## src/rtl/mem_copy_engine.sv

```systemverilog
// Block copy / fill engine driving one port of main memory.
// Copies src->dst (overlap-safe) or fills dst with a constant.
module mem_copy_engine #(
  parameter int ADDR      = 14,
  parameter int DATA      = 18,
  parameter int MEM_WORDS = 11264
) (
  input  logic            clka,
  input  logic            reset,
  input  logic            start,
  input  logic            mode,
  input  logic [ADDR-1:0] src,
  input  logic [ADDR-1:0] dst,
  input  logic [ADDR-1:0] len,
  input  logic [DATA-1:0] fill_data,
  input  logic            abort,
  output logic            busy,
  output logic            done,
  output logic            err,
  output logic [ADDR-1:0] mem_addr,
  output logic            mem_we,
  output logic [DATA-1:0] mem_din,
  input  logic [DATA-1:0] mem_dout
);

  localparam logic [2:0] S_IDLE = 3'd0;
  localparam logic [2:0] S_RD   = 3'd1;
  localparam logic [2:0] S_WR   = 3'd2;
  localparam logic [2:0] S_FILL = 3'd3;
  localparam logic [2:0] S_FIN  = 3'd4;

  localparam logic [ADDR:0]   W_LIM = (ADDR+1)'(MEM_WORDS);
  localparam logic [ADDR-1:0] ONE   = ADDR'(1);

  logic [2:0]      r_state;
  logic [ADDR-1:0] r_src;
  logic [ADDR-1:0] r_dst;
  logic [ADDR-1:0] r_cnt;
  logic [DATA-1:0] r_fill;
  logic            r_desc;
  logic            r_err;

  logic [ADDR:0]   w_src_end;
  logic [ADDR:0]   w_dst_end;
  logic            w_rng_ok;
  logic            w_desc;
  logic            w_last;

  assign w_src_end = {1'b0, src} + {1'b0, len};
  assign w_dst_end = {1'b0, dst} + {1'b0, len};
  assign w_rng_ok  = mode ? (w_dst_end <= W_LIM)
                          : (w_dst_end <= W_LIM) &&
                            (w_src_end <= W_LIM);
  // dst inside (src, src+len) would overwrite unread source words
  assign w_desc    = (dst > src) && ({1'b0, dst} < w_src_end);
  assign w_last    = (r_cnt == ONE);

  always_ff @(posedge clka or posedge reset) begin
    if (reset) begin
      r_state <= S_IDLE;
      r_src   <= '0;
      r_dst   <= '0;
      r_cnt   <= '0;
      r_fill  <= '0;
      r_desc  <= 1'b0;
      r_err   <= 1'b0;
    end else begin
      unique case (r_state)
        S_IDLE: begin
          if (start) begin
            r_fill <= fill_data;
            r_cnt  <= len;
            r_desc <= w_desc;
            r_src  <= w_desc ? src + len - ONE : src;
            r_dst  <= w_desc ? dst + len - ONE : dst;
            r_err  <= !w_rng_ok;
            if (!w_rng_ok || len == '0)
              r_state <= S_FIN;
            else
              r_state <= mode ? S_FILL : S_RD;
          end
        end
        S_RD: begin
          if (abort) begin
            r_err   <= 1'b1;
            r_state <= S_FIN;
          end else begin
            r_state <= S_WR;
          end
        end
        S_WR: begin
          r_src <= r_desc ? r_src - ONE : r_src + ONE;
          r_dst <= r_desc ? r_dst - ONE : r_dst + ONE;
          r_cnt <= r_cnt - ONE;
          if (abort) begin
            r_err   <= 1'b1;
            r_state <= S_FIN;
          end else begin
            r_state <= w_last ? S_FIN : S_RD;
          end
        end
        S_FILL: begin
          r_dst <= r_dst + ONE;
          r_cnt <= r_cnt - ONE;
          if (abort) begin
            r_err   <= 1'b1;
            r_state <= S_FIN;
          end else if (w_last) begin
            r_state <= S_FIN;
          end
        end
        S_FIN: begin
          r_err   <= 1'b0;
          r_state <= S_IDLE;
        end
        default: r_state <= S_IDLE;
      endcase
    end
  end

  assign busy   = (r_state != S_IDLE);
  assign done   = (r_state == S_FIN);
  assign err    = done && r_err;
  assign mem_we = (r_state == S_WR) || (r_state == S_FILL);

  // read data is forwarded combinationally into the write
  always_comb begin
    mem_addr = '0;
    mem_din  = '0;
    unique case (r_state)
      S_RD: mem_addr = r_src;
      S_WR: begin
        mem_addr = r_dst;
        mem_din  = mem_dout;
      end
      S_FILL: begin
        mem_addr = r_dst;
        mem_din  = r_fill;
      end
      default: begin
        mem_addr = '0;
        mem_din  = '0;
      end
    endcase
  end

endmodule

```

## config.mk

```make
export PLATFORM = sky130hd
export DESIGN_NAME = mem_copy_engine
export DESIGN_NICKNAME = d
export VERILOG_FILES = /design/src/rtl/mem_copy_engine.sv
export SDC_FILE = /design/constraint.sdc
export NUM_CORES = 1
export LEC_CHECK = 0
export CORE_AREA = 5 5 126 128
export DETAILED_ROUTE_END_ITERATION = 10
export DIE_AREA = 0 0 131 133
export PLACE_DENSITY_LB_ADDON = 0.25
export RECOVER_POWER = 100
export SYNTH_ARGS = -nofsm -noshare
export SYNTH_HDL_FRONTEND = slang
export SYNTH_SLANG_ARGS = --single-unit
```

## constraint.sdc

```tcl
create_clock -name clka -period 3.3 [get_ports clka]
set_input_delay 0.33 -clock clka [delete_from_list [all_inputs] [get_ports clka]]
set_output_delay 0.33 -clock clka [all_outputs]
set_load 0.005 [all_outputs]
```

Pin placement:
Pins as bars across the die edge, other pins in gray.
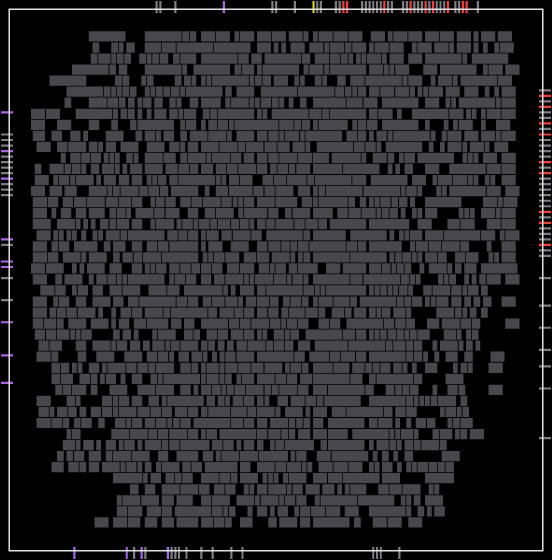
Key: red = mem_din [pins 18, direction output, edge 9 right, 9 top]; purple = dst [pins 14, direction input, edge 9 left, 4 bottom, 1 top]; yellow = mode [pins 1, direction input, edge top]
All pins by edge: 41 top, 38 right, 22 left, 18 bottom.

Gate families picked out:
Bar = 50 um.
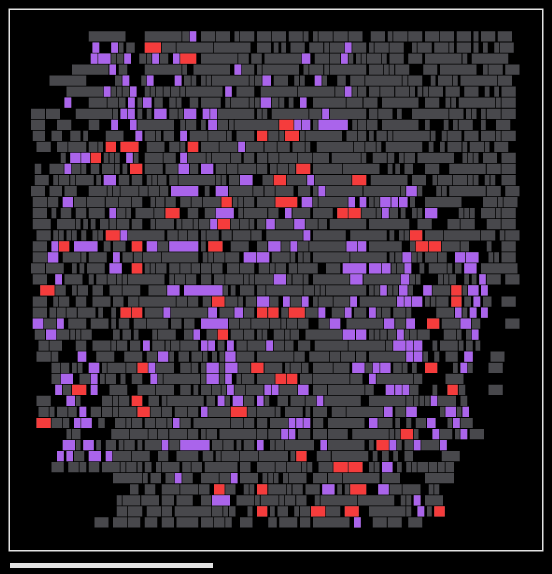
Key: purple = aoi and oai cells [cells 221, most used a21oi_1, where all over the die]; red = non-inverting ao/oa cells [cells 61, most used a21o_1]

Sequential cells grouped by signal name:
Bar = 50 um.
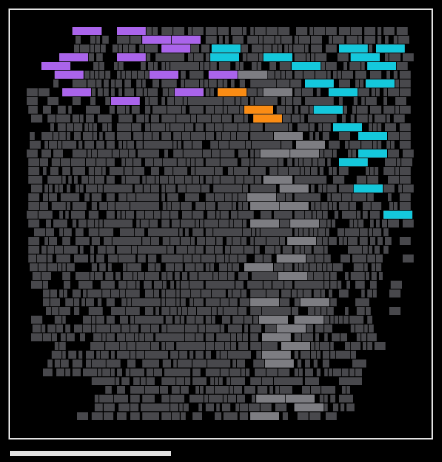
Key: orange = r_state [sequential cells 3]; cyan = r_fill [sequential cells 18, where top right]; purple = r_cnt [sequential cells 14]
Another 30 sequential cells are not colored.

==> results.json <==
{
  "floorplan.nets": 1279,
  "startpoint": "len[0]",
  "dominant-cell-class": "multi-input combinational cells",
  "yosysTopAreaCellShare_pct": 19.89,
  "routed_wl_um": 30620,
  "common_cells": "nand2_1, ha_1, inv_1",
  "dp_slack_ns": -1.037,
  "yosys.cell_types.count": 77,
  "hp-class": "in2reg",
  "violations": "capacitance limit, slew limit, setup timing",
  "ios": 119,
  "met2_usage_pct": 52.85,
  "post_cts_buffers": 12,
  "largest_reg_flops": 18,
  "slowest_stage": "fa_2",
  "r2r-end": "r_src[12]$_DFFE_PP0P_",
  "worstSetupStartpointType": "input port",
  "maxCapViolCount": 1,
  "finalSetupViolCount": 29,
  "comb_share_pct": 54.71,
  "p_clk_share_pct": 14.7,
  "finalHoldViolations": 0,
  "yosys_warnings": 0,
  "cp.depth": 19,
  "p_clk_uw": 1000,
  "insertedDiodeCount": 0,
  "nNonClkBuffers": 308,
  "dr.pass1.iters": 7,
  "top_power_group": "combinational cells",
  "grt_max_degree": 44,
  "status": "complete, but fails checks",
  "slew_violations": 34,
  "comb_area_mm2": 0.006384,
  "synthCells": 1070,
  "async_reset_ff_share_pct": 100.0,
  "worst_slack_ns": -0.3455,
  "nFillCells": 931,
  "holdPathEnd": "r_cnt[0]$_DFFE_PP0P_",
  "seq_area_mm2": 0.001627,
  "worstMarginPinSlew_ns": 1.821
}
Clock wiring as the flow saved it:
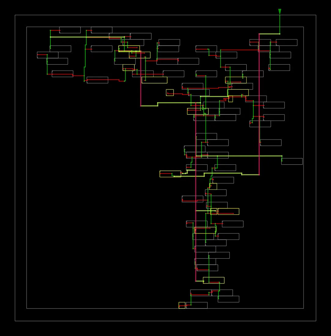
clock buffer count from CTS: 9
Clock Latency Late Sink: 0.34 ns

Signal wires by layer:
Two of the layers only.
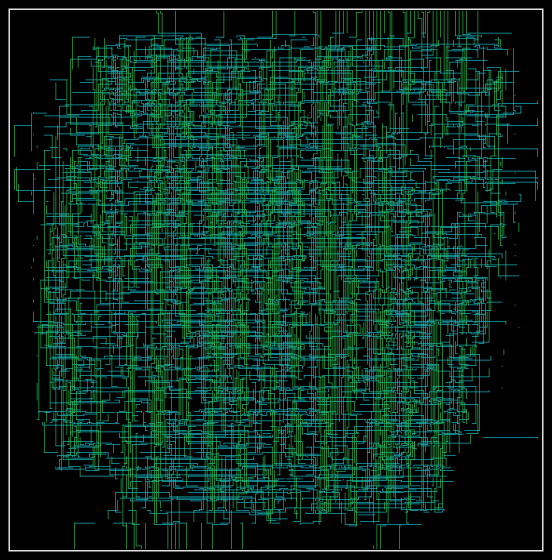
Key: cyan = M1 [wire length 11800 um]; green = M2 [wire length 14000 um]

